Run 1, drive-strength map:
The bar under the picture is 20 um long.
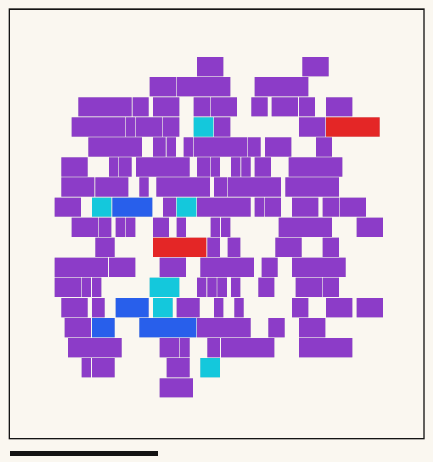
Run 1, sequential cells coloured by netlist name:
The bar under the picture is 20 um long.
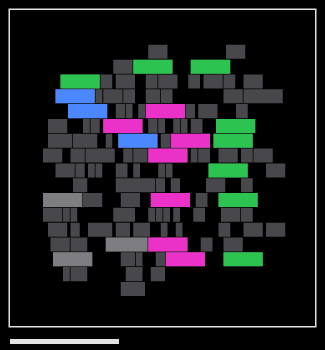
Run 1, clock routing:
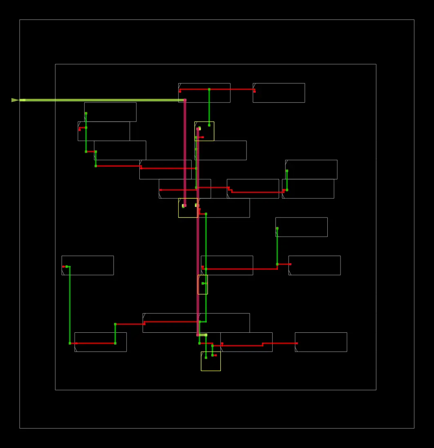
--- config.mk ---
export PLATFORM = sky130hd
export DESIGN_NAME = serial2parallel_fr
export DESIGN_NICKNAME = d
export VERILOG_FILES = /design/src/rtl/serial2parallel_fr.sv
export SDC_FILE = /design/constraint.sdc
export NUM_CORES = 1
export LEC_CHECK = 0
export CAP_MARGIN = 20
export CORE_AREA = 5 5 51 53
export DETAILED_ROUTE_END_ITERATION = 6
export DIE_AREA = 0 0 56 58
export PLACE_DENSITY = 0.73
export SETUP_SLACK_MARGIN = 0.05
export SYNTH_ARGS = -nofsm -noshare
export SYNTH_HDL_FRONTEND = slang
export SYNTH_SLANG_ARGS = --single-unit
--- constraint.sdc ---
create_clock -name clk -period 1.55 [get_ports clk]
set_input_delay 0.155 -clock clk [delete_from_list [all_inputs] [get_ports clk]]
set_output_delay 0.155 -clock clk [all_outputs]
set_load 0.005 [all_outputs]
--- src/rtl/serial2parallel_fr.sv ---
// serial2parallel_fr: framed N-bit deserialiser with bit order select, continuous framing, valid/ready output and sticky overrun; in clk rst start d continuous word_ready clr_overrun, out word word_valid busy frame_start bit_cnt overrun
module serial2parallel_fr #(
  parameter int N = 8,
  parameter bit MSB_FIRST = 1'b1,
  parameter int CNT_W = $clog2(N)
) (
  input  logic             clk,
  input  logic             rst,
  input  logic             start,
  input  logic             d,
  input  logic             continuous,
  output logic [N-1:0]     word,
  output logic             word_valid,
  input  logic             word_ready,
  output logic             busy,
  output logic             frame_start,
  output logic [CNT_W-1:0] bit_cnt,
  output logic             overrun,
  input  logic             clr_overrun
);
  typedef enum logic {IDLE, SHIFT} state_t;
  state_t state, state_nx;
  logic [N-1:0] sr, sr_nx;
  logic [CNT_W-1:0] cnt_nx;
  logic done, load, drop, valid_nx, ovr_nx;
  always_comb begin
    frame_start = state == IDLE && start;
    busy = frame_start || state == SHIFT;
    done = busy && bit_cnt == CNT_W'(N - 1);
    sr_nx = MSB_FIRST ? {sr[N-2:0], d} : {d, sr[N-1:1]};
    cnt_nx = done ? '0 : bit_cnt + CNT_W'(1);
    state_nx = state == IDLE ? (start ? SHIFT : IDLE) : (done && !continuous ? IDLE : SHIFT);
    load = done && (!word_valid || word_ready);
    drop = done && word_valid && !word_ready;
    valid_nx = load || (word_valid && !word_ready);
    ovr_nx = drop || (overrun && !clr_overrun);
  end
  always_ff @(posedge clk) begin
    if (rst) begin
      state <= IDLE;
      sr <= '0;
      bit_cnt <= '0;
      word <= '0;
      word_valid <= 1'b0;
      overrun <= 1'b0;
    end else begin
      state <= state_nx;
      if (busy) begin
        sr <= sr_nx;
        bit_cnt <= cnt_nx;
      end
      if (load) word <= sr_nx;
      word_valid <= valid_nx;
      overrun <= ovr_nx;
    end
  end
endmodule

==> CHANGELOG.md, run 1 <==
### Physical design

* Overall Global Routing Usage at 11.2%
* Critical path destination: word[0]
* Commonest Layout Cell: dfxtp_1
* Flop count at 21
* Logic share of the area at 34.9%
* Hold Vio Cnt, Final at 0
* Distinct lib cells at 20
* Synth cell count leaders: 21 x dfxtp_1, 18 x nand2_1, 16 x nand2b_1
* CTS tree: built
* Nets at 128
* Slew HR at 85.2%
* Final Power at 0.922 mW
* Sw power at 0.209 mW
* Post-synth EDFFs at 0
* Crit path max-delay family: flip-flops
* Leakage at 0.425 nW
* Clk Tree Root Cell: clkbuf_4
* CP Max Fanout at 8
* Post-CTS resize count at 2
* Netlist Area Pre-Place at 875 um2
* Top cells by area: dfxtp_1 48%, nand2b_1 11%, mux2i_1 9.2%
* Share of layout cells above drive strength 1 at 10.2%
* Largest net degree at the start of global routing at 30
* Clk_lat worst skew at 300 ps
* Reg-to-Reg Start: bit_cnt[0]
* Number of global-route vias before repair at 675
* Top cell area share at 48.1%
* Ys flops at 21
* Top comb family, area: simple AND/OR/NAND/NOR gates
* RSZ-0062 raised after global routing: false
* Gr ovfl total at 0
* # fillers at 202
* Logic pwr share at 11.3%
* Final setup violation count at 0
* Max layer used: met4
* Maxcap violations at 0
* Global-route wire length before repair at 2.87 mm
* Syn Inst Count at 95
* Overall die width at 56 um
* Post-layout min period at 1430 ps
* Int Pwr at 0.713 mW
* Crit path launch: bit_cnt[0]
* Actual slew at the worst max-slew pin at 220 ps
* Init Core Util at 41.5%
* Non-Clock Buffer Area Fraction at 22.9%
* Layout Cells excl Fill at 146
* CLK BUF at 4
* Peak VDD IR at 0.504 mV
* Startpoint class of the critical path: flip-flop
* Diode count at 0
* Sw frac at 22.7%
* Initial antenna violation count at 0
* Core area at 2110 um2
* Gpl congestion at 0.702
* Status: finished, final reports clean
* Yosys chip area at 875 um2
* DR WL met2 at 761 um
* Reg2reg setup slack at 120 ps
* Routed WL at 1.65 mm
* CP Buf/Inv Count at 1
* Pwr/cell area at 786 nW/um2
* Cts hold-fix bufs at 0
* Cell count in the Yosys report at 95
* AO/OA Area Share at 8.30%
* Synth Area in Simple Gates at 26.2%
* FMAX at 699 MHz
* OpenROAD warning count at 26
* Biggest Area Class: flip-flops and latches
* Final Worst Setup Slack at 119 ps
* Arr. time, crit path at 1660 ps
* Nets at Floorplan at 104
* Synth warn at 0
* Mux contribution to synthesized area at 9.16%
* Crit path required time at 1780 ps
* Asr flop ratio synth at 0%
* Non-clock buffers at 25
* Hold WC Path Type: in2reg
* Met1 wire length at 763 um
* ClkCell Share at 2.24%
* Place WS at -5.89 ps
* R2R cell count at 5
* Crit-path cells: ha_1 -> ha_2 -> nor3b_2 -> buf_4 -> mux2i_1
* Clock Power Share at 27.6%
* Setup TNS at 0 ps
* Clock Skews at 6.11 ps
* Post-synth top area cell: dfxtp_1
* CP Depth at 5
* Rows at 17
* DP Cell Count at 142
* Busiest layer in global routing: met2
* Mean Syn Cell Area at 9.21 um2
* Routed Antenna Nets at 0
* CP max-delay cell: dfxtp_1
* Met1 Use GR at 13.1%
* Most flop-heavy register: word
* CP Capture Type: flip-flop
* Hold WS at 348 ps
* CTS clk-pin slew, worst paths at 110 ps
* Postcts setup bufs at 0
* Count leader, synth: dfxtp_1
* Synth Seq Share at 48.1%
* H-tree Lvls at 1
* Part of the power in registers at 61.0%
* Worst path max stage delay at 400 ps
* Routed WL per cell at 11.3 um
* Most frequent cells in the layout: 20 x dfxtp_1, 18 x nand2_1, 18 x clkdlybuf4s50_1
* Via/cell ratio at 4.74
* # DRC at 0
* Crit Reg-Reg Endpoint: word[0]
* Largest regs: word (8), sr (7), bit_cnt (3)
* Starting DRT DRC Count at 4
* Max clock buf depth at 2
* Synth Flop Type: dfxtp_1
* Nonclk inv count at 3
* Routed met3 length at 81 um
* GR Util met3 at 2.90%
* Met2 Use GR at 18.2%
* Logic cell area at 409 um2
* Chip area at 3250 um2
* Number of flip-flops in the largest register at 8
* Boundary Pins at 22
* PortBufs at 21
* Crit Path Class: reg2reg
* Fin crit share at 92.3%
* Combinational gates at 65
* DP Area at 1140 um2
* Adder share at 2.86%
* Detailed-route via count at 692
* DP HPWL at 1.17 mm
* Drt first pass iters at 4
* Max-slew violations at 0
* XORs/XNORs by Area at 0%
* Die y size at 58 um
* Tapcell count at 28
-- 'drive-strength map' (at the start) --
legend:
  drive 1 or less:
    colour: purple
    cells: 106
    share: 90%
  drive 2:
    colour: blue
    cells: 4
    share: 3.4%
  drive 3 to 4:
    colour: cyan
    cells: 6
    share: 5.1%
  drive 6 and up:
    colour: red
    cells: 2
    share: 1.7%
Area growth, synth to finish: 34.0%
cell area after layout: 1170 um2

-- 'sequential cells coloured by netlist name' (at the start) --
legend:
  bit_cnt:
    colour: blue
    placed_flops: 3
  word:
    colour: green
    placed_flops: 8
  sr:
    colour: magenta
    placed_flops: 7
not coloured: 3
seq pwr: 0.562 mW
flop share of the area: 36.0%
sequential cell area: 422 um2
Finished Core Util: 55.7%

-- 'clock routing' (at the start) --
TritonCTS Sinks: 21
cts bufs inserted: 3

## run 1: power groups by stage
stage                     clock network, mW  logic (mW)  registers, mW
after floorplan                           0      0.0495          0.573
after global placement                    0       0.104          0.574
after detailed placement                  0       0.107          0.574
after CTS                             0.268       0.107          0.563
after global routing                  0.294       0.116          0.565
final                                 0.255       0.105          0.562
## run 1: worst min path at each step
| stage | slack (ps) | from | end | cells past startpoint |
|---|---|---|---|---|
| global route | 380 | start | sr[2] | 5 |
| floorplan | 300 | d | sr[0] | 2 |
| global placement | 450 | sr[6] | sr[6] | 2 |
| detailed placement | 460 | word[1] | word[1] | 2 |
| CTS | 410 | continuous | state | 3 |
| finish | 350 | start | sr[4] | 5 |
## run 1: cells by family after synthesis
kind of cell,after synthesis
compound gates,13
fa+ha+maj,2
buf+inv,9
flops,21
mux,8
simple gates,42
Run 1, routed clock nets over the placement:
The bar under the picture is 20 um long.
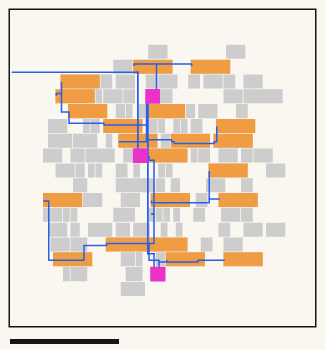

==> run 1 -> run 2 <==
==> constraint.sdc (replaced) <==
create_clock -name clk -period 1.55 [get_ports clk]
set_input_delay 0.155 -clock clk [delete_from_list [all_inputs] [get_ports clk]]
set_output_delay 0.155 -clock clk [all_outputs]
set_load 0.02 [all_outputs]
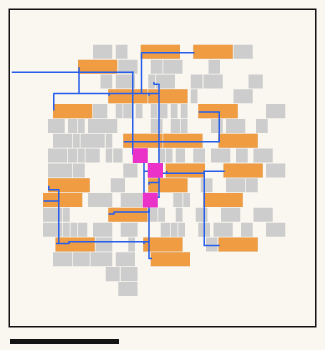
Run 2: routed clock nets over the placement
The bar under the picture is 20 um long.
legend:
  cells driving clock nets:
    colour: magenta
    count: 3
  flip-flops:
    colour: orange
    count: 21
  clock wires:
    colour: blue
    length: 223 um
routed clock nets: 4
Clock Power Share: 27.1%
Clock Skews: 2.82 ps
clock-net power: 0.248 mW
clk_lat worst skew: 280 ps

==> CHANGELOG.md, run 2 <==
### Physical design

* Largest regs: word (8), sr (7), bit_cnt (3)
* Synth Flop Type: dfxtp_1
* Hold WS at 426 ps (+78.9 ps)
* Flop share of the area at 36.5% (+0.55 points)
* Reg2reg setup slack at 190 ps (+70 ps)
* DP Area at 1120 um2 (-1.5%)
* FMAX at 704 MHz (+0.73%)
* Drt first pass iters at 4 (unchanged)
* Busiest layer in global routing: met2
* Top cell area share at 48.1% (unchanged)
* DP HPWL at 1.13 mm (-3.4%)
* OpenROAD warning count at 26 (unchanged)
* Worst Hold End: state
* Commonest Layout Cell: dfxtp_1
* Non-Clock Buffer Area Fraction at 21.8% (-1.2 points)
* Most frequent cells in the layout: 20 x dfxtp_1, 18 x nand2_1, 18 x clkdlybuf4s50_1
* Final Worst Setup Slack at 129 ps (+10.4 ps)
* DR WL met2 at 711 um (-6.6%)
* Cell count in the Yosys report at 95 (unchanged)
* Seq pwr at 0.562 mW (about the same)
* Sequential cell area at 422 um2 (unchanged)
* Fin crit share at 91.7% (-0.67 points)
* Post-synth EDFFs at 0 (unchanged)
* # DRC at 0 (unchanged)
* Rows at 17 (unchanged)
* Synth cell count leaders: 21 x dfxtp_1, 18 x nand2_1, 16 x nand2b_1
* Peak VDD IR at 0.532 mV (+5.7%)
* Top cells by area: dfxtp_1 48%, nand2b_1 11%, mux2i_1 9.2%
* Core area at 2110 um2 (unchanged)
* Most flop-heavy register: word
* CP Buf/Inv Count at 1 (unchanged)
* Distinct lib cells at 20 (unchanged)
* Synth Seq Share at 48.1% (unchanged)
* Syn Inst Count at 95 (unchanged)
* H-tree Lvls at 1 (unchanged)
* CTS clk-pin slew, worst paths at 110 ps (about the same)
* ClkCell Share at 2.28% (+0.034 points)
* Gpl congestion at 0.656 (-6.6%)
* Hold WC Path Type: in2reg
* Hold path cells at 3 (-2)
* CLK BUF at 4 (unchanged)
* Beginning of the worst hold path: continuous
* Maxcap violations at 0 (unchanged)
* Cell area after layout at 1150 um2 (-1.5%)
* Int Pwr at 0.706 mW (-0.96%)
* Starting DRT DRC Count at 5 (+1)
* Sw power at 0.211 mW (+1.2%)
* Pwr top: registers
* Gr ovfl total at 0 (unchanged)
* Routed Antenna Nets at 0 (unchanged)
* Asr flop ratio synth at 0% (unchanged)
* Finished Core Util at 54.8% (-0.83 points)
* Crit Path Class: reg2out
* Flop count at 21 (unchanged)
* Area growth, synth to finish at 32.0%
* Setup TNS at 0 ps (unchanged)
* Pwr/cell area at 794 nW/um2 (+1.0%)
* PortBufs at 21 (unchanged)
* Final Power at 0.917 mW (-0.48%)
* Routed WL per cell at 10.7 um (-5.6%)
* Post-CTS resize count at 2 (unchanged)
* Actual slew at the worst max-slew pin at 238 ps (+17.3 ps)
* Global-route wire length before repair at 2.53 mm (-12%)
* CP Max Fanout at 3 (-5)
* Max layer used: met4
* Count leader, synth: dfxtp_1
* Worst path max stage delay at 620 ps (+220 ps)
* Nets at 129 (+0.78%)
* Crit path required time at 1390 ps (-390 ps)
* DP Cell Count at 143 (+0.70%)
* # fillers at 196 (-3.0%)
* Crit path max-delay family: buffers and inverters
* Combinational gates at 65 (unchanged)
* Routed WL at 1.57 mm (-4.9%)
* Non-clock buffers at 26 (+4.0%)
* Tapcell count at 28 (unchanged)
* Crit Reg-Reg Endpoint: word[4]
* Post-synth top area cell: dfxtp_1
* Yosys chip area at 875 um2 (unchanged)
* Number of flip-flops in the largest register at 8 (unchanged)
* Chip area at 3250 um2 (unchanged)
* Place WS at -14.4 ps (-8.50 ps)
* Status: finished, final reports clean
* Share of layout cells above drive strength 1 at 10.9% (+0.75 points)
* Postcts setup bufs at 0 (unchanged)
* Largest net degree at the start of global routing at 30 (unchanged)
* Met1 Use GR at 11.6% (-1.4 points)
* Startpoint class of the critical path: flip-flop
* TritonCTS Sinks at 21 (unchanged)
[run 2: worst max path at each step]
| stage | from | endpoint | slack, ps | cells past startpoint |
|---|---|---|---|---|
| final | bit_cnt[1] | bit_cnt[1] | 130 | 1 |
| after global placement | start | busy | -20 | 4 |
| after CTS | bit_cnt[0] | word[4] | 80 | 5 |
| after detailed placement | start | busy | -10 | 4 |
| after floorplan | bit_cnt[0] | word[0] | 130 | 5 |
| after global routing | bit_cnt[1] | word[7] | 50 | 5 |
[run 2: cell families (layout without fill, tap and decap cells)]
kind of cell               after synthesis  after routing  synth area share (%)
and+or+nand+nor                         42             42                  26.2
muxes                                    8              8                  9.16
adders and majority gates                2              2                  2.86
buffers and inverters                    9             33                  5.44
DFF                                     21             21                  48.1
AOI/OAI and AO/OA                       13             13                  8.30
Power and IR drop assume default switching activity.
